layers.png
The bar under the picture is 20 um long.
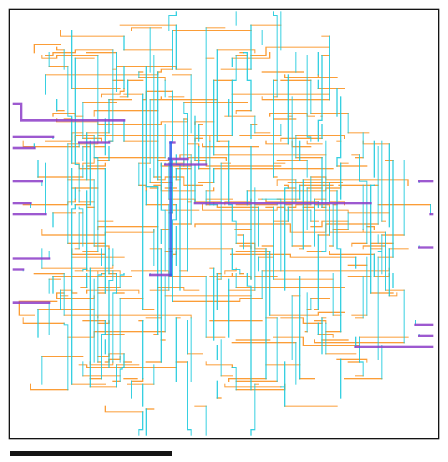
pinout.png
Pins as bars across the die edge, other pins in gray.
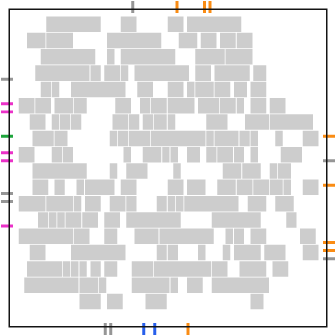
clock_wires.png
The bar under the picture is 20 um long.
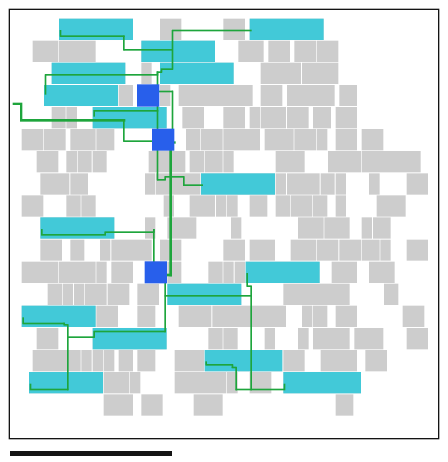
ff_map.png
Other sequential cells in the stronger gray, the rest of the logic in the fainter gray.
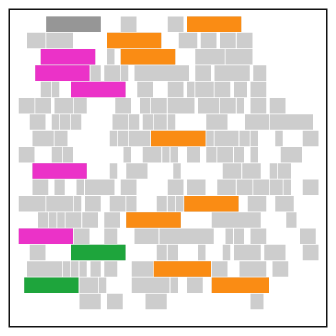
## src/rtl/shared_result_acc.sv

```systemverilog
// shared_result_acc
// Consumer for the 2-bit shared add/sub unit. It accepts one result per
// valid/ready handshake and interprets s as follows:
//   - m=0 (add): s is unsigned.
//   - m=1 (sub): s is two's complement.
// Each result is added into a signed, saturating accumulator. After BURST
// results the block enters DONE and holds the checksum.
//
// Ports:
//   clk      rising-edge clock
//   rst_n    asynchronous active-low reset
//   start    begin a new run (acts from IDLE or DONE)
//   clear    synchronous abort to IDLE; overrides start
//   in_valid result present on m/s
//   in_ready block accepts a result this cycle (RUN only)
//   m        result mode: 0 = add (unsigned s), 1 = sub (signed s)
//   s        2-bit result {s1,s0}
//   acc_out  accumulated signed sum
//   op_cnt   results accepted in the current run
//   ovf      sticky saturation flag for the current run
//   done     high while in DONE
module shared_result_acc #(
  parameter int ACC_W = 8,
  parameter int BURST = 16,
  parameter int CNT_W = 5
) (
  input  logic                    clk,
  input  logic                    rst_n,
  input  logic                    start,
  input  logic                    clear,
  input  logic                    in_valid,
  output logic                    in_ready,
  input  logic                    m,
  input  logic [1:0]              s,
  output logic signed [ACC_W-1:0] acc_out,
  output logic [CNT_W-1:0]        op_cnt,
  output logic                    ovf,
  output logic                    done
);

  typedef enum logic [1:0] {IDLE, RUN, DONE} state_t;

  localparam logic [ACC_W-1:0] ACC_MAX = {1'b0, {(ACC_W-1){1'b1}}};
  localparam logic [ACC_W-1:0] ACC_MIN = {1'b1, {(ACC_W-1){1'b0}}};
  localparam logic [CNT_W-1:0] LAST_CNT = CNT_W'(BURST - 1);

  state_t           state;
  logic             xfer;
  logic [ACC_W:0]   operand;
  logic [ACC_W:0]   sum;
  logic             sat_hi;
  logic             sat_lo;

  assign in_ready = (state == RUN);
  assign done     = (state == DONE);
  assign xfer     = in_valid && (state == RUN);

  // The operand is forced to zero unless a transfer happens, so m and s are
  // never seen by the adder while they are don't-care.
  always_comb begin
    operand = '0;
    if (xfer) begin
      if (m) operand = {{(ACC_W-1){s[1]}}, s};
      else   operand = {{(ACC_W-1){1'b0}}, s};
    end
    sum = {acc_out[ACC_W-1], acc_out} + operand;
    // The top two bits disagree only when the result is out of the ACC_W range.
    // The extra sign bit then tells which side it overflowed on.
    sat_hi = (sum[ACC_W] == 1'b0) && (sum[ACC_W-1] == 1'b1);
    sat_lo = (sum[ACC_W] == 1'b1) && (sum[ACC_W-1] == 1'b0);
  end

  always_ff @(posedge clk or negedge rst_n) begin
    if (!rst_n) begin
      state   <= IDLE;
      acc_out <= '0;
      op_cnt  <= '0;
      ovf     <= 1'b0;
    end else if (clear) begin
      state   <= IDLE;
      acc_out <= '0;
      op_cnt  <= '0;
      ovf     <= 1'b0;
    end else begin
      case (state)
        IDLE, DONE: begin
          if (start) begin
            state   <= RUN;
            acc_out <= '0;
            op_cnt  <= '0;
            ovf     <= 1'b0;
          end
        end
        RUN: begin
          if (xfer) begin
            if (sat_hi) begin
              acc_out <= ACC_MAX;
              ovf     <= 1'b1;
            end else if (sat_lo) begin
              acc_out <= ACC_MIN;
              ovf     <= 1'b1;
            end else begin
              acc_out <= sum[ACC_W-1:0];
            end
            op_cnt <= op_cnt + CNT_W'(1);
            if (op_cnt == LAST_CNT) state <= DONE;
          end
        end
        default: state <= IDLE;
      endcase
    end
  end

endmodule

```

## config.mk

```make
export PLATFORM = sky130hd
export DESIGN_NAME = shared_result_acc
export DESIGN_NICKNAME = d
export VERILOG_FILES = /design/src/rtl/shared_result_acc.sv
export SDC_FILE = /design/constraint.sdc
export NUM_CORES = 1
export LEC_CHECK = 0
export CAP_MARGIN = 10
export CORE_UTILIZATION = 45
export DETAILED_ROUTE_END_ITERATION = 8
export PLACE_DENSITY = 0.74
export SLEW_MARGIN = 20
export SYNTH_ARGS = -nofsm -noshare
export SYNTH_HDL_FRONTEND = slang
export SYNTH_SLANG_ARGS = --single-unit
export TNS_END_PERCENT = 1
```

## constraint.sdc

```tcl
create_clock -name clk -period 2.8 [get_ports clk]
set_input_delay 0.42 -clock clk [delete_from_list [all_inputs] [get_ports clk]]
set_output_delay 0.42 -clock clk [all_outputs]
set_load 0.1 [all_outputs]
```

==> flow_summary.ini <==
; generated from flow reports
[outcome]
status = complete, no violations

[logic_synthesis]
avgSynthCellArea_um2 = 8.89
ys_async_sr_fraction_pct = 100
yosysUniqueCellTypes = 41
edf_count = 0
ys_sh_aoi_pct = 15.9
synth.top_cell.area_share_pct = 34.6
mux_share_pct = 3.57
synthTopCellsByArea = dfrtp_1 35%, ha_1 7.6%, o21ai_0 3.9%
synth_warnings = 0
syn-cell-area_um2 = 1160
top_logic_kind = simple AND/OR/NAND/NOR gates
ys.flops = 16
yosysCellCount = 130
flop_cell = dfrtp_1
yosys.area_share.simple_pct = 27.5
top_cell = dfrtp_1
synth_seq_share_pct = 34.6
yosys_area_um2 = 1160
ys_top_cells_by_count = 16 x dfrtp_1, 12 x nand2_1, 12 x nor2_1, 9 x o21ai_0, 8 x inv_1

[placed_design]
dp_cells = 192
placed_area_um2 = 1520

[floorplan]
die_w_um = 52.7
fp_util_pct = 47.1
rows = 18
die_h_um = 52.7
chipArea_um2 = 2780
ios = 24

[global_routing]
gr-usage-all-layers_pct = 22.1
grt_use_met3_pct = 1.74
grt_overflow_total = 0
grt_max_degree = 17
use_met1_pct = 28.6
antenna_found_initial = 0
use_met2_pct = 39.5

[hold_path]
whs_path_depth = 1
min_from = op_cnt[3]
holdPathEnd = op_cnt[3]
min_path_type = register to register

[route]
routed_wl_mm = 2.78
wl_per_cell_um = 14.2
dr.pass1.iters = 4
drc = 0
vias = 1099
met1_length_mm = 1.26
drt_iter0_markers = 17
wl_met3_um = 94
topRoutingLayerUsed = met4

[critical_path]
worstPathArrival_ns = 2.88
worst-path-max-fanout = 9
reg2reg_from = state[1]
endpoint_kind = register
reg2reg_to = acc_out[6]
r2r_cells = 12
critPathRequiredTime_ns = 3.03
critPathLaunchType = register

[timing]
maxSlewViolCount = 0
fmax_mhz = 377
worst_slew_pin_slew_ns = 0.775
period_used_pct = 94.7
hold_viol_final = 0
worst_slack_ns = 0.148
fin_skew_ns = 0.0120
grt_setup_unrepaired = yes

[power]
powerDensity_nw_per_um2 = 315
cellLeakagePower_nw = 0.690

[job]
warning_count = 28

[cts]
postCtsSetupRepairBufs = 0
cts_hold_buf = 0
clock_path_buffers = 2
cts_root_buf = clkbuf_4
cts_max_level = 1
cts_tree = done
clk_latency_ns = 0.30

[cells_and_area]
n_fill_cell = 209
final_cells = 196
drive_gt1_share_pct = 31.9
diodes = 0
final_nets = 183
area_delta_synth_final_pct = 35.2
final_cell_mix = 30 x buf_4, 14 x dfrtp_1, 12 x nor2_1, 12 x nand2_1, 8 x o21ai_0
comb_area_um2 = 739
largest_reg_flops = 8
top_register = acc_out
top_regs = acc_out x8, op_cnt x5, state x2
Notes on layers.png above:
legend:
  M1:
    color: orange
    wire_length: 1,260 um
  M3:
    color: purple
    wire_length: 94.3 um
  M2:
    color: cyan
    wire_length: 1,410 um
  M4:
    color: blue
    wire_length: 16.3 um

Notes on pinout.png above:
legend:
  `clear`:
    color: green
    pins: 1
    direction: input
    edge: left
  `s`:
    color: blue
    pins: 2
    direction: input
    edge: bottom
  `acc_out`:
    color: orange
    pins: 8
    direction: output
    edge: 4 right, 3 top, 1 bottom
  `op_cnt`:
    color: magenta
    pins: 5
    direction: output
    edge: left

Notes on clock_wires.png above:
legend:
  flip-flops:
    color: cyan
    count: 16
  clock wires:
    color: green
    length: 228 um
  clock-net drivers:
    color: blue
    count: 3
routed clock nets: 4

Notes on ff_map.png above:
legend:
  `acc_out`:
    color: orange
    placed_flops: 8
  `state`:
    color: green
    placed_flops: 2
  `op_cnt`:
    color: magenta
    placed_flops: 5
not colored: 1
storage element area: 403 um^2
final core occ: 63.7%
reported sequential group power: 240 uW
sequential share of cell area: 25.8%

[where the power goes]
part           switching [mW]  internal (mW)  total (mW)  leakage [nW]
logic                  0.0755         0.0408       0.116         0.457
registers             0.00550          0.235       0.240         0.218
clock network          0.0794         0.0555       0.135        0.0150
[cell type report]
type	instances	share of cell area (%)
repair buffers	37	19.1
well taps	30	2.40
inverters	11	3.76
clock buffers	4	1.68
flip-flops and latches	16	25.8
multi-input cells	98	47.3
[worst max-delay path: stages, from the launching register on]
cell	delay (ns)
dfrtp_1	0.41
nand2b_4	0.20
inv_12	0.09
and3_4	0.18
ha_4	0.14
inv_2	0.04
fa_2	0.35
and3_4	0.18
o211ai_1	0.18
nand3_2	0.14
ha_4	0.21
or4_1	0.39
nand3_1	0.08
No activity file was given, so power comes from the tool's default toggle rates.
